`config.mk`:
```
export PLATFORM = sky130hd
export DESIGN_NAME = ram_arbiter_flat
export DESIGN_NICKNAME = d
export VERILOG_FILES = /design/src/rtl/ram_arbiter_if.sv /design/src/rtl/ram_arbiter.sv /design/src/flat_wrapper.sv
export SDC_FILE = /design/constraint.sdc
export NUM_CORES = 1
export LEC_CHECK = 0
export ABC_CLOCK_PERIOD_IN_PS = 12700
export CORE_MARGIN = 3
export CORE_UTILIZATION = 41
export CTS_BUF_LIST = sky130_fd_sc_hd__clkbuf_4
export DETAILED_ROUTE_END_ITERATION = 16
export PLACE_DENSITY_LB_ADDON = 0.1
export SYNTH_ARGS = -nofsm -noshare
export SYNTH_HDL_FRONTEND = slang
export SYNTH_SLANG_ARGS = --single-unit
export TNS_END_PERCENT = 10
```
`constraint.sdc`:
```
create_clock -name clk -period 12.7 [get_ports clk]
set_clock_uncertainty 0.05 [all_clocks]
set_input_delay 2.54 -clock clk [delete_from_list [all_inputs] [get_ports clk]]
set_output_delay 2.54 -clock clk [all_outputs]
set_load 0.05 [all_outputs]
```
`src/rtl/ram_arbiter_if.sv`:
```
// ============================================================================
//  Module      : ram_arbiter_if
//  Description : Bundle of the two requester ports, the RAM-side signals and
//                the status outputs of the shared data-RAM arbiter.
//                "slave" is the arbiter's view, "master" the environment's.
//  Revision    : 1.0  initial release
// ============================================================================
`timescale 1ns/1ps
`default_nettype none

interface ram_arbiter_if #(
    parameter int ADDR_WIDTH = 10,
    parameter int DATA_WIDTH = 32,
    parameter int CNT_WIDTH  = 16
);
    // Port 0 (CPU MEM stage)
    logic                  req0;
    logic                  lock0;
    logic [ADDR_WIDTH-1:0] addr0;
    logic                  wren0;
    logic [DATA_WIDTH-1:0] wdata0;
    logic                  gnt0;
    logic                  rvalid0;
    logic [DATA_WIDTH-1:0] rdata0;

    // Port 1 (host loader / debug)
    logic                  req1;
    logic                  lock1;
    logic [ADDR_WIDTH-1:0] addr1;
    logic                  wren1;
    logic [DATA_WIDTH-1:0] wdata1;
    logic                  gnt1;
    logic                  rvalid1;
    logic [DATA_WIDTH-1:0] rdata1;

    // RAM side
    logic [ADDR_WIDTH-1:0] ram_address;
    logic                  ram_wren;
    logic [DATA_WIDTH-1:0] ram_write_data;
    logic [DATA_WIDTH-1:0] ram_read_data;

    // Status
    logic [CNT_WIDTH-1:0]  conflict_count;
    logic                  locked;

    modport slave (
        input  req0, lock0, addr0, wren0, wdata0,
        output gnt0, rvalid0, rdata0,
        input  req1, lock1, addr1, wren1, wdata1,
        output gnt1, rvalid1, rdata1,
        output ram_address, ram_wren, ram_write_data,
        input  ram_read_data,
        output conflict_count, locked
    );

    modport master (
        output req0, lock0, addr0, wren0, wdata0,
        input  gnt0, rvalid0, rdata0,
        output req1, lock1, addr1, wren1, wdata1,
        input  gnt1, rvalid1, rdata1,
        input  ram_address, ram_wren, ram_write_data,
        output ram_read_data,
        input  conflict_count, locked
    );
endinterface

`default_nettype wire

```
`src/rtl/ram_arbiter.sv`:
```
// ============================================================================
//  Module      : ram_arbiter
//  Description : Shares a single-port synchronous data RAM between the CPU
//                MEM stage (port 0) and the host loader (port 1). Round-robin
//                arbitration, optional lock for atomic sequences, 1-cycle
//                read latency, saturating conflict counter.
//  Revision    : 1.0  initial release
// ============================================================================
`timescale 1ns/1ps
`default_nettype none

module ram_arbiter #(
    parameter int ADDR_WIDTH = 10,
    parameter int DATA_WIDTH = 32,
    parameter int CNT_WIDTH  = 16
) (
    input  wire logic    clk,
    input  wire logic    reset,
    ram_arbiter_if.slave bus
);

    localparam logic [1:0] ST_UNLOCKED = 2'd0;
    localparam logic [1:0] ST_LOCKED0  = 2'd1;
    localparam logic [1:0] ST_LOCKED1  = 2'd2;

    localparam logic [CNT_WIDTH-1:0] c_CNT_MAX = '1;

    logic [1:0]            r_state;
    logic                  r_rr;          // port favoured on a tie
    logic                  r_rd_valid;    // a read was granted last cycle
    logic                  r_rd_owner;    // which port that read belongs to
    logic [DATA_WIDTH-1:0] r_rdata0;
    logic [DATA_WIDTH-1:0] r_rdata1;
    logic [CNT_WIDTH-1:0]  r_conflict_count;

    logic                  w_gnt0;
    logic                  w_gnt1;
    logic [ADDR_WIDTH-1:0] w_ram_address;
    logic                  w_ram_wren;
    logic [DATA_WIDTH-1:0] w_ram_write_data;
    logic                  w_rd_grant;
    logic                  w_rvalid0;
    logic                  w_rvalid1;
    logic                  w_conflict;

    // Grant decision: lock owner exclusive, otherwise round-robin on a tie.
    // Grants are forced low while reset is held.
    always_comb begin
        w_gnt0 = 1'b0;
        w_gnt1 = 1'b0;
        if (!reset) begin
            case (r_state)
                ST_UNLOCKED: begin
                    if (bus.req0 && bus.req1) begin
                        w_gnt0 = ~r_rr;
                        w_gnt1 = r_rr;
                    end else begin
                        w_gnt0 = bus.req0;
                        w_gnt1 = bus.req1;
                    end
                end
                ST_LOCKED0: w_gnt0 = bus.req0;
                ST_LOCKED1: w_gnt1 = bus.req1;
                default: begin
                    w_gnt0 = 1'b0;
                    w_gnt1 = 1'b0;
                end
            endcase
        end
    end

    // RAM drive: granted port's fields, all-zero when idle.
    always_comb begin
        w_ram_address    = '0;
        w_ram_wren       = 1'b0;
        w_ram_write_data = '0;
        if (w_gnt0) begin
            w_ram_address    = bus.addr0;
            w_ram_wren       = bus.wren0;
            w_ram_write_data = bus.wdata0;
        end else if (w_gnt1) begin
            w_ram_address    = bus.addr1;
            w_ram_wren       = bus.wren1;
            w_ram_write_data = bus.wdata1;
        end
    end

    assign w_rd_grant = (w_gnt0 | w_gnt1) & ~w_ram_wren;
    assign w_conflict = (bus.req0 & ~w_gnt0) | (bus.req1 & ~w_gnt1);

    // The RAM output is valid one cycle after the address, so read data is
    // passed straight through in the return cycle and held afterwards.
    assign w_rvalid0 = r_rd_valid & ~r_rd_owner;
    assign w_rvalid1 = r_rd_valid &  r_rd_owner;

    // Round-robin pointer: after any grant, favour the other port.
    always_ff @(posedge clk or posedge reset) begin
        if (reset) begin
            r_rr <= 1'b0;
        end else if (w_gnt0) begin
            r_rr <= 1'b1;
        end else if (w_gnt1) begin
            r_rr <= 1'b0;
        end
    end

    // Lock state machine: taken and released by the owner's granted access.
    always_ff @(posedge clk or posedge reset) begin
        if (reset) begin
            r_state <= ST_UNLOCKED;
        end else begin
            case (r_state)
                ST_UNLOCKED: begin
                    if (w_gnt0 && bus.lock0) begin
                        r_state <= ST_LOCKED0;
                    end else if (w_gnt1 && bus.lock1) begin
                        r_state <= ST_LOCKED1;
                    end
                end
                ST_LOCKED0: begin
                    if (w_gnt0 && !bus.lock0) begin
                        r_state <= ST_UNLOCKED;
                    end
                end
                ST_LOCKED1: begin
                    if (w_gnt1 && !bus.lock1) begin
                        r_state <= ST_UNLOCKED;
                    end
                end
                default: r_state <= ST_UNLOCKED;
            endcase
        end
    end

    // Read-return pipeline: remember a granted read and its owner.
    always_ff @(posedge clk or posedge reset) begin
        if (reset) begin
            r_rd_valid <= 1'b0;
            r_rd_owner <= 1'b0;
        end else begin
            r_rd_valid <= w_rd_grant;
            r_rd_owner <= w_gnt1;
        end
    end

    // Hold registers keep the last returned word for each port.
    always_ff @(posedge clk or posedge reset) begin
        if (reset) begin
            r_rdata0 <= '0;
            r_rdata1 <= '0;
        end else begin
            if (w_rvalid0) begin
                r_rdata0 <= bus.ram_read_data;
            end
            if (w_rvalid1) begin
                r_rdata1 <= bus.ram_read_data;
            end
        end
    end

    // Saturating count of cycles in which some request was denied.
    always_ff @(posedge clk or posedge reset) begin
        if (reset) begin
            r_conflict_count <= '0;
        end else if (w_conflict && (r_conflict_count != c_CNT_MAX)) begin
            r_conflict_count <= r_conflict_count + 1'b1;
        end
    end

    assign bus.gnt0           = w_gnt0;
    assign bus.gnt1           = w_gnt1;
    assign bus.rvalid0        = w_rvalid0;
    assign bus.rvalid1        = w_rvalid1;
    assign bus.rdata0         = w_rvalid0 ? bus.ram_read_data : r_rdata0;
    assign bus.rdata1         = w_rvalid1 ? bus.ram_read_data : r_rdata1;
    assign bus.ram_address    = w_ram_address;
    assign bus.ram_wren       = w_ram_wren;
    assign bus.ram_write_data = w_ram_write_data;
    assign bus.conflict_count = r_conflict_count;
    assign bus.locked         = (r_state == ST_LOCKED0) || (r_state == ST_LOCKED1);

endmodule

`default_nettype wire

```
`src/flat_wrapper.sv`:
```
// flat-port wrapper written by rule: the top's interface ports become plain ports
module ram_arbiter_flat 
#(
    parameter int ADDR_WIDTH = 10,
    parameter int DATA_WIDTH = 32,
    parameter int CNT_WIDTH  = 16
)
  (clk, reset, bus_req0, bus_lock0, bus_addr0, bus_wren0, bus_wdata0, bus_gnt0, bus_rvalid0, bus_rdata0, bus_req1, bus_lock1, bus_addr1, bus_wren1, bus_wdata1, bus_gnt1, bus_rvalid1, bus_rdata1, bus_ram_address, bus_ram_wren, bus_ram_write_data, bus_ram_read_data, bus_conflict_count, bus_locked);
  ram_arbiter_if #(.ADDR_WIDTH(ADDR_WIDTH), .DATA_WIDTH(DATA_WIDTH), .CNT_WIDTH(CNT_WIDTH)) bus_i ();
  input  wire logic clk;
  input  wire logic reset;
  input wire logic [$bits(bus_i.req0)-1:0] bus_req0;
  input wire logic [$bits(bus_i.lock0)-1:0] bus_lock0;
  input wire logic [$bits(bus_i.addr0)-1:0] bus_addr0;
  input wire logic [$bits(bus_i.wren0)-1:0] bus_wren0;
  input wire logic [$bits(bus_i.wdata0)-1:0] bus_wdata0;
  output wire logic [$bits(bus_i.gnt0)-1:0] bus_gnt0;
  output wire logic [$bits(bus_i.rvalid0)-1:0] bus_rvalid0;
  output wire logic [$bits(bus_i.rdata0)-1:0] bus_rdata0;
  input wire logic [$bits(bus_i.req1)-1:0] bus_req1;
  input wire logic [$bits(bus_i.lock1)-1:0] bus_lock1;
  input wire logic [$bits(bus_i.addr1)-1:0] bus_addr1;
  input wire logic [$bits(bus_i.wren1)-1:0] bus_wren1;
  input wire logic [$bits(bus_i.wdata1)-1:0] bus_wdata1;
  output wire logic [$bits(bus_i.gnt1)-1:0] bus_gnt1;
  output wire logic [$bits(bus_i.rvalid1)-1:0] bus_rvalid1;
  output wire logic [$bits(bus_i.rdata1)-1:0] bus_rdata1;
  output wire logic [$bits(bus_i.ram_address)-1:0] bus_ram_address;
  output wire logic [$bits(bus_i.ram_wren)-1:0] bus_ram_wren;
  output wire logic [$bits(bus_i.ram_write_data)-1:0] bus_ram_write_data;
  input wire logic [$bits(bus_i.ram_read_data)-1:0] bus_ram_read_data;
  output wire logic [$bits(bus_i.conflict_count)-1:0] bus_conflict_count;
  output wire logic [$bits(bus_i.locked)-1:0] bus_locked;
  assign bus_i.req0 = bus_req0;
  assign bus_i.lock0 = bus_lock0;
  assign bus_i.addr0 = bus_addr0;
  assign bus_i.wren0 = bus_wren0;
  assign bus_i.wdata0 = bus_wdata0;
  assign bus_gnt0 = bus_i.gnt0;
  assign bus_rvalid0 = bus_i.rvalid0;
  assign bus_rdata0 = bus_i.rdata0;
  assign bus_i.req1 = bus_req1;
  assign bus_i.lock1 = bus_lock1;
  assign bus_i.addr1 = bus_addr1;
  assign bus_i.wren1 = bus_wren1;
  assign bus_i.wdata1 = bus_wdata1;
  assign bus_gnt1 = bus_i.gnt1;
  assign bus_rvalid1 = bus_i.rvalid1;
  assign bus_rdata1 = bus_i.rdata1;
  assign bus_ram_address = bus_i.ram_address;
  assign bus_ram_wren = bus_i.ram_wren;
  assign bus_ram_write_data = bus_i.ram_write_data;
  assign bus_i.ram_read_data = bus_ram_read_data;
  assign bus_conflict_count = bus_i.conflict_count;
  assign bus_locked = bus_i.locked;
  ram_arbiter #(.ADDR_WIDTH(ADDR_WIDTH), .DATA_WIDTH(DATA_WIDTH), .CNT_WIDTH(CNT_WIDTH)) u_core (.clk(clk), .reset(reset), .bus(bus_i));
endmodule
```
Power grid:
Bar = 20 um. Pins as bars on the die edge.
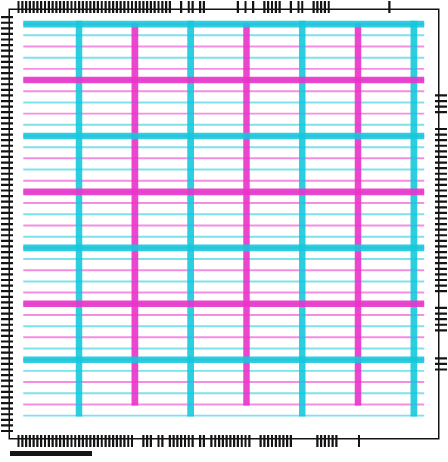
- VDD: magenta
- VSS: cyan
- met1 rails: 36
- met5 straps: 7

Cell classes on the final placement:
Bar = 20 um.
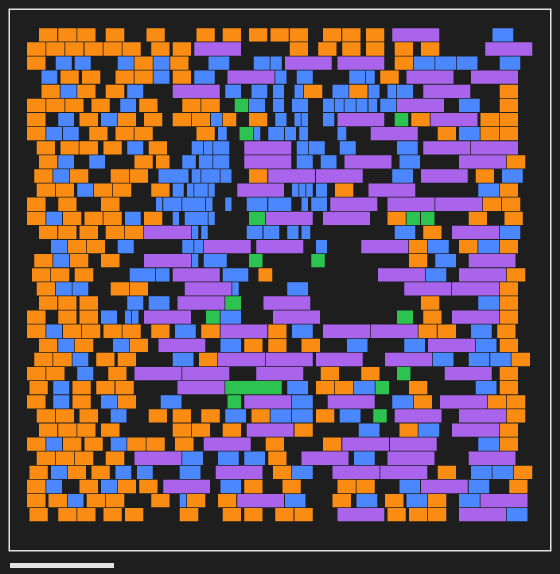
- flip-flops: purple (cells 85; share of their area 33%)
- clock drivers and dummy loads: green (cells 16; share of their area 2.2%)
- other buffers and delay cells: orange (cells 254; share of their area 39%)
- all other logic: blue (cells 195; share of their area 26%)

Routed clock nets over the placement:
Bar = 20 um.
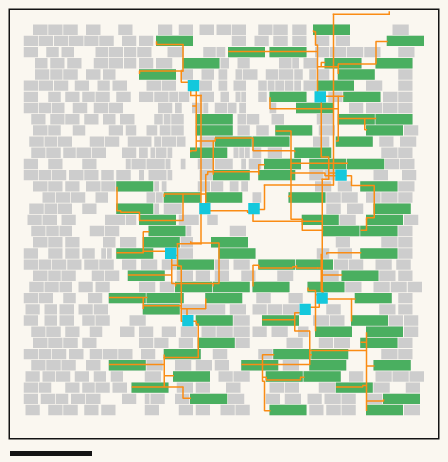
- clock wires: orange (length 955 um)
- flip-flops: green (count 85)
- cells driving clock nets: cyan (count 9)
- routed clock nets: 10

==> impl_metrics.csv <==
group,metric,value,unit
status,status,"completed",
finish,clock_buffer_count,10,
logic_synthesis,synth_warnings,0,
power,clkPwrFrac,8.6,%
timing,setup_viol,0,
routing,num_vias,3425,
setup_path,crit_type,"in2out",
power,peakVddDrop,0.117,mV
power,p_comb,1240,uW
power,sw_frac_of_total,51.4,%
floorplanning,fp.dieH,104,um
clock_network,cts_max_path_buffers,2,
timing,setup_ws,4530,ps
timing,slew-limit-headroom,30.7,%
min_path,hold_depth,1,
clock_network,cts_resized,0,
global_routing,grt_usage,23.2,%
logic_synthesis,ys_seq_share,53.9,%
finish,nonClkBufAreaFrac,38.0,%
finish,lay_top_count,"clkdlybuf4s50_1",
setup_path,cp_common_cell,"clkdlybuf4s50_1",
clock_network,path_clk_slew,130,ps
logic_synthesis,synth_cell_type_count,39,
logic_synthesis,avgSynthCellArea,13.2,sq um
min_path,hold_class,"reg2reg",
global_routing,grt_pass1_wl,19700,um
timing,whs,459,ps
logic_synthesis,adder_share,1.27,%
finish,fill_cells,701,
routing,wl_met2,6850,um
clock_network,cts_tree,"yes",
timing,rsz0062_at_grt,"false",
setup_path,path_cells,"clkdlybuf4s50_1 -> or2b_1 -> a21oi_4 -> buf_4 -> nor2b_4 -> a22o_1 -> clkdlybuf4s50_1",
power,power_density,275,nW/um^2
flow_run,tool_warnings,28,
floorplanning,io_pins,252,
global_routing,grt_pass1_vias,3655,
setup_path,r2r_start,"u_core.r_state[0]",
setup_path,crit_path_end_kind,"output pin",
power,top_power_group,"combinational logic",
No activity file was given, so power comes from the tool's default toggle rates.
